**Run 1: routed clock nets over the placement**

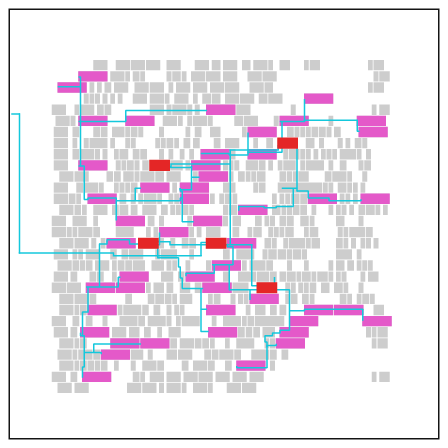
**Run 1: placed cells, one color a class**

Scale bar: 20 um.
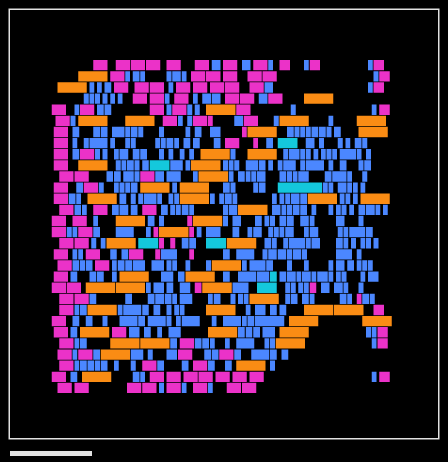
**Run 1: track usage over the die**

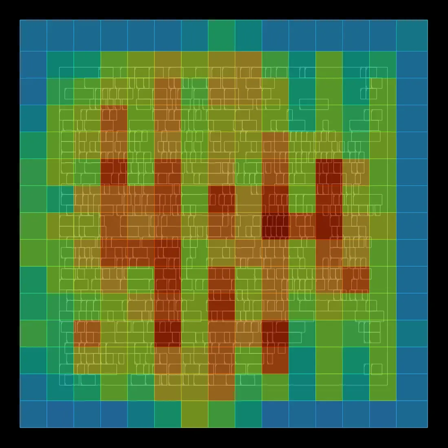
Design logo_fm_loader, sky130hd; sources not shown.
==> results.cfg, run 1 <==
; implementation run metrics
[outcome]
status = completed

[detailed_routing]
dr_total_vias = 3432
drc = 0
ant_nets = 0
routedWlPerCell_um = 14.05
wl_um = 9863
vias_per_cell = 4.889
drt_pass1_iterations = 5
drtIter0Drc = 132

[logic_synthesis]
yosysSeqAreaShare = 0.3045
synthDistinctLibCells = 38
synthTopCellsByArea = dfxtp_1 30%, nand2_1 15%, o21ai_0 7.3%
syn_inst = 494
synth.largest_area_cell = dfxtp_1
ys_ff = 49
syn_area_per_cell_um2 = 6.522
yosys_area_um2 = 3222
syn-cell-area_um2 = 3222
top_area_frac = 0.3045
ys_cells = 494
yosys_warnings = 0

[finish]
final_common_cell = nand2_1
fillCellCount = 624
antenna_cells = 0
largest_reg_flops = 16
area_delta_synth_final_pct = 38.02
fin_nets = 659
drive_gt1_frac = 0.09901
final_cell_mix = 127 x nand2_1, 97 x clkdlybuf4s50_1, 59 x inv_1, 49 x dfxtp_1, 47 x o21ai_0

[place]
gp_congestion = 0.9135
portBuffers = 97
dp_hpwl_um = 7856

[global_routing]
grt_pass1_vias = 3531
grt_antenna_before_repair = 0
grt_pass1_wl_um = 16570
grtUsageTotal = 0.1789
grt-ovfl-total = 0
grt_max_degree = 15

[worst_setup_path]
crit_arrival_ps = 2360
critPathCaptureType = primary output
timing_worst_setup_path_type = flop to primary output
r2r_setup_slack_ps = 1660
path_max_fanout = 10
ff2ff_path_depth = 10
critical_path_required_ps = 3070
critPathLaunchType = flop

[timing]
finalCriticalPeriod_ps = 3134
holdWs_ps = 280.5
tns_ps = 0
period_used_share = 0.8140
setup_viol_count_final = 0
rsz0062_at_grt = no
hold_viol = 0
drv_slew = 0
fmax_ghz = 0.3191
worst_pin_slew_ps = 565.6
relSlewSlack = 0.6229

[die]
ioPinCount = 108
die_w_um = 104.6
core_um2 = 6869
die_h_um = 104.6
fp_util = 0.4690
chipArea_um2 = 10940

[min_path]
min_path_type = flop to flop
whs_path_depth = 2

[cts]
htree_levels = 2
cts_root_buf = clkbuf_8
clk_path_buf_depth = 2
cts_setup_buffers = 0
cts_buffers = 5
holdBufCountCts = 0
clk_pin_slew_worst_paths_ps = 90
cts_tree = built
ctsResizeCount = 0
cts.sinks = 49

[pwr]
ir_drop_mv = 0.1709
power.total_w = 0.001090
power.density_nw_per_um2 = 245.2
p_leak_nw = 1.738

[job]
warnings = 27
drv_cap = 0
Notes on 'routed clock nets over the placement' above:
Key: cyan = clock wires [length 659 um]; magenta = flip-flops [count 49]; red = clock-net drivers [count 5]
There are 6 routed clock nets.
Power Clock: 0.000367 W
clock power share: 0.336
worst skew pair latency: 310 ps

Notes on 'placed cells, one color a class' above:
Key: cyan = clock drivers and dummy loads [cells 7]; orange = registers [cells 49]; magenta = remaining buffers and delay cells [cells 120]; blue = remaining logic cells [cells 430]
row count: 30
Seq/total area: 0.2206
Finished Cell Area: 4447 um^2
final core utilization: 0.6474

Notes on 'track usage over the die' above:
GR Util met1: 0.2001
grt met3 use: 0.05774

run 1: routing by layer:
metal | track usage | share of wire | vias to the layer above
li1 | - | - | 1786
met1 | 0.2001 | 0.41 | 1544
met2 | 0.3156 | 0.49 | 91
met3 | 0.05774 | 0.082 | 11
met4 | 0.05490 | 0.011 | 0
met5 | 0 | 0 | -
run 1: cell usage after synthesis, drive strengths merged:
cell type and instances:
a21oi 42, a22oi 1, and3 1, buf 12
clkbuf 11, clkinv 2, conb 2, dfxtp 49
fa 1, ha 10, inv 63, nand2 138
nand3 28, nand3b 2, nand4 8, nor2 40
nor3 4, nor3b 1, nor4 1, o21a 1
o21ai 47, o21bai 7, o31ai 1, or2 10
xnor2 2, xor2 10
run 1: worst max-delay path, cell delays in order, from the launching register on:
cell	delay (ps)
dfxtp_1	400
inv_1	100
nand3_1	150
clkinv_1	270
clkbuf_1	350
o21ai_0	230
clkdlybuf4s50_1	540
run 1: cell type report:
| cell class | instances | area [um^2] | share of cell area |
|---|---|---|---|
| clock inverter | 2 | 35.03 | 0.007878 |
| multi-input combinational | 365 | 1901 | 0.4274 |
| timing repair buffer | 97 | 970.9 | 0.2183 |
| buffer | 23 | 126.4 | 0.02842 |
| clock buffer | 5 | 68.82 | 0.01548 |
| inverter | 65 | 244.0 | 0.05487 |
| tap | 96 | 120.1 | 0.02701 |
| sequential | 49 | 980.9 | 0.2206 |
run 1: through the flow:
| stage | worst slack, ps | instance area [um^2] | std cells | util |
|---|---|---|---|---|
| after floorplan | 1899 | 3252 | 502 | - |
| final | 716.1 | 4447 | 702 | 0.6474 |
| after global routing | 545.6 | 4447 | 702 | 0.6474 |
| after global placement | 1075 | 4343 | 695 | 0.6322 |
| after detailed placement | 993.0 | 4343 | 695 | 0.6322 |
| after CTS | 645.0 | 4447 | 702 | 0.6474 |
run 1: cells by family after synthesis:
logic type	count (synthesis)	synth area share
DFF	49	0.3045
other	2	0.002331
buffers and inverters	88	0.1149
xor gates and xnor gates	12	0.03262
adders and majority gates	11	0.04505
AOI/OAI and AO/OA	99	0.1639
and+or+nand+nor	233	0.3367
run 1: report_power, final:
group / internal [W] / leakage, nW / switching (W) / total [W]
Combinational: 0.000104 / 1.29 / 0.0000888 / 0.000193
Clock: 0.000189 / 0.0540 / 0.000177 / 0.000367
Sequential: 0.000521 / 0.397 / 0.0000107 / 0.000531
**Run 1: sequential cells grouped by signal name**

Other sequential cells in the stronger gray, the rest of the logic in the fainter gray.
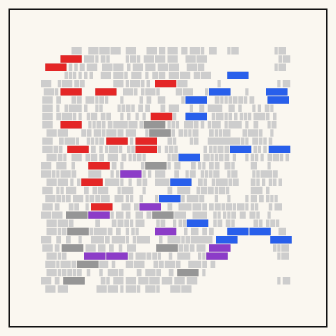

## Run 2: what changed since run 1
clock period = 2.9 ns   (was 3.85 ns; I/O delays follow)
**Run 2: sequential cells grouped by signal name**

Other sequential cells in the stronger gray, the rest of the logic in the fainter gray.
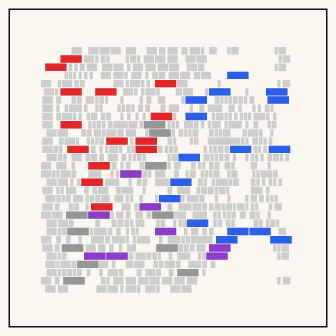
Key: blue = tmo_q [sequential cells 16]; purple = load_sum [sequential cells 8]; red = index_q [sequential cells 14]
Another 11 sequential cells are not colored.
Flop area: 980.9 um^2
Seq power: 0.000705 W
Seq/total area: 0.2203
final core utilization: 0.6483

**Run 2: placed cells, one color a class**

Scale bar: 20 um.
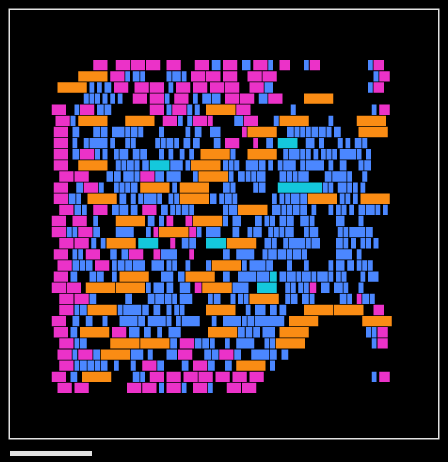
Key: cyan = clock drivers and dummy loads [cells 7]; orange = registers [cells 49]; magenta = remaining buffers and delay cells [cells 120]; blue = remaining logic cells [cells 430]
area of the core: 6869 um^2
Finished Cell Area: 4453 um^2

==> run 2 against run 1 <==
Against the previous run:
- critical path depth stayed put
- clock power grew 33%
- wire length is 0.43% higher
- final cell count is the same
- setup slack worse by 580 ps
- sequential share of layout area hardly changed
- first-iteration DRC count up 3.0%
- die size stayed put
- combinational power is 33% higher
- global-route usage unchanged
- critical path type unchanged
- critical endpoint is now ram_address[10]
- largest power group unchanged
==> results.cfg, run 2 <==
; implementation run metrics
[outcome]
status = completed

[job]
drv_cap = 0
warnings = 27

[global_routing]
grt-ovfl-total = 0
grtUsageTotal = 0.1789
met2_usage = 0.3156
grt_antenna_before_repair = 0
grt_pass1_vias = 3531
met3_usage = 0.05774
grt_max_degree = 15
grt_pass1_wl_um = 16570
top_usage_layer = met2
grt_util_met1 = 0.2001

[timing]
hold_viol = 0
tns_ps = 0
holdWs_ps = 280.3
relSlewSlack = 0.6257
finalCriticalPeriod_ps = 2760
rsz0062_at_grt = no
setup_viol_count_final = 0
drv_slew = 0
worst_pin_slew_ps = 561.4
fmax_ghz = 0.3623
period_used_share = 0.9519

[worst_setup_path]
crit_arrival_ps = 2130
cp_slowest_cell = clkdlybuf4s50_1
path_max_fanout = 10
r2r_setup_slack_ps = 710
cp_slowest_stage_delay_ps = 530
critPathLaunchType = flop
crit_chain = inv_1 -> nand3_1 -> clkinv_2 -> clkbuf_2 -> o21ai_0 -> clkdlybuf4s50_1
ff2ff_path_depth = 10
critical_path_required_ps = 2270
timing_worst_setup_path_type = flop to primary output
critPathCaptureType = primary output

[cts]
cts.sinks = 49
cts_setup_buffers = 0
cts_tree = built
cts_root_buf = clkbuf_8
clk_path_buf_depth = 2
insertion_delay_ps = 310
clk_pin_slew_worst_paths_ps = 100
cts_buffers = 5
holdBufCountCts = 0
htree_levels = 2

[die]
fp_util = 0.4690
chipArea_um2 = 10940
ioPinCount = 108
rows = 30

[logic_synthesis]
synth.largest_area_cell = dfxtp_1
compound_area_frac = 0.1639
topCombFamilyByArea = simple AND/OR/NAND/NOR gates
ys_sh_adder = 0.04505
synthTopCellsByArea = dfxtp_1 30%, nand2_1 15%, o21ai_0 7.3%
syn_area_per_cell_um2 = 6.522
async_flop_share = 0
yosysSeqAreaShare = 0.3045
synthDistinctLibCells = 38
flop_cell = dfxtp_1
ys_ff = 49
yosys_area_um2 = 3222
ys_sh_xor = 0.03262
syn_inst = 494
edf_count = 0
synthMuxAreaShare = 0
syn-cell-area_um2 = 3222
top_cells_by_count = 127 x nand2_1, 59 x inv_1, 49 x dfxtp_1, 47 x o21ai_0, 41 x a21oi_1
top_area_frac = 0.3045
most_common_cell = nand2_1
ys_cells = 494
yosys_warnings = 0
ys_sh_simple = 0.3367

[finish]
final_common_cell = nand2_1
final_cell_mix = 127 x nand2_1, 97 x clkdlybuf4s50_1, 59 x inv_1, 49 x dfxtp_1, 46 x o21ai_0
fin_nets = 659
largest_reg_flops = 16
drive_gt1_frac = 0.1073
area_delta_synth_final_pct = 38.21
antenna_cells = 0

[pwr]
ir_drop_mv = 0.2208
power.density_nw_per_um2 = 325.7
power.total_w = 0.001450
p_leak_nw = 1.757

[detailed_routing]
ant_nets = 0
vias_per_cell = 4.883
drtIter0Drc = 136
drt_pass1_iterations = 5
routedWlPerCell_um = 14.11
dr_total_vias = 3428
wl_um = 9905
drc = 0

[place]
portBuffers = 97
dp_hpwl_um = 7856
gp_congestion = 0.9135

[min_path]
whs_path_depth = 2
min_path_type = flop to flop
**Run 2: supply network**

Pins as bars on the die edge. Tap cells in gray.
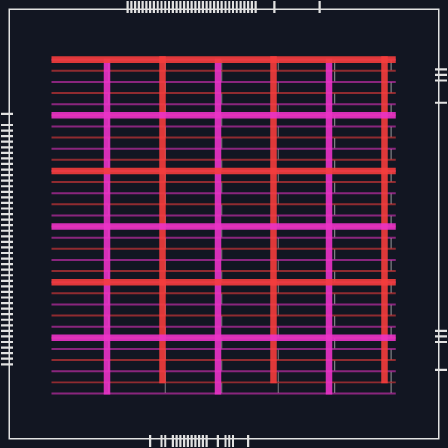
Key: red = VDD; magenta = VSS
96 tap cells. 108 signal pins sit on the boundary. 31 met1 rails follow the rows. 6 straps on met5.
Die X: 104.6 um
die height: 104.6 um

[run 2: cell count changes in the layout (fill, tap and decap cells not counted)]
| cell | before | now |
|---|---|---|
| clkinv_1 | 2 | 1 |
| clkbuf_1 | 11 | 7 |
| o21ai_1 | 0 | 1 |
| clkinv_2 | 1 | 2 |
| o21ai_0 | 47 | 46 |
| buf_2 | 2 | 3 |
| clkbuf_2 | 0 | 3 |
[run 2: routing by layer]
metal	wire (um)	vias up	share of wire
li1	-	1789	-
met1	4120	1541	0.42
met2	4875	88	0.49
met3	798	10	0.081
met4	111	0	0.011
met5	0	-	0
[run 2: per-stage QoR]
| step | cells | cell area (um^2) | worst slack (ps) |
|---|---|---|---|
| after floorplan | 502 | 3252 | 949.3 |
| after global placement | 695 | 4343 | 267.3 |
| after detailed placement | 695 | 4343 | 185.5 |
| after CTS | 702 | 4451 | 3.152 |
| after global routing | 702 | 4453 | 12.44 |
| final | 702 | 4453 | 139.6 |
[run 2: cells by family after synthesis]
logic type / Yosys count
buf+inv: 88
other cells: 2
compound gates: 99
simple gates: 233
xor+xnor: 12
flops: 49
fa+ha+maj: 11
[run 2: cell type report]
class	instances	area, um^2
multi-input combinational	365	1901
timing repair buffer	97	970.9
buffer	23	131.4
inverter	65	245.2
clock buffer	5	68.82
clock inverter	2	35.03
fill	624	2416
tap	96	120.1
sequential	49	980.9
[run 2: where the power goes]
group	internal (W)	switching, W
sequential	0.000691	0.0000142
clock	0.000251	0.000237
combinational	0.000138	0.000118
total	0.00108	0.000370
[run 2: what timing repair did]
action                                  CTS  global route
gates resized                             3             6
pin swaps                                 0             0
endpoints found under the setup margin   20            14
[run 2: worst max-delay path: cells and delay by family, from the launching register on]
family,cells,cell delay [ps]
compound gates,1,190
buf+inv,4,1040
simple gates,1,160
flops,1,410
Power and IR drop assume default switching activity.
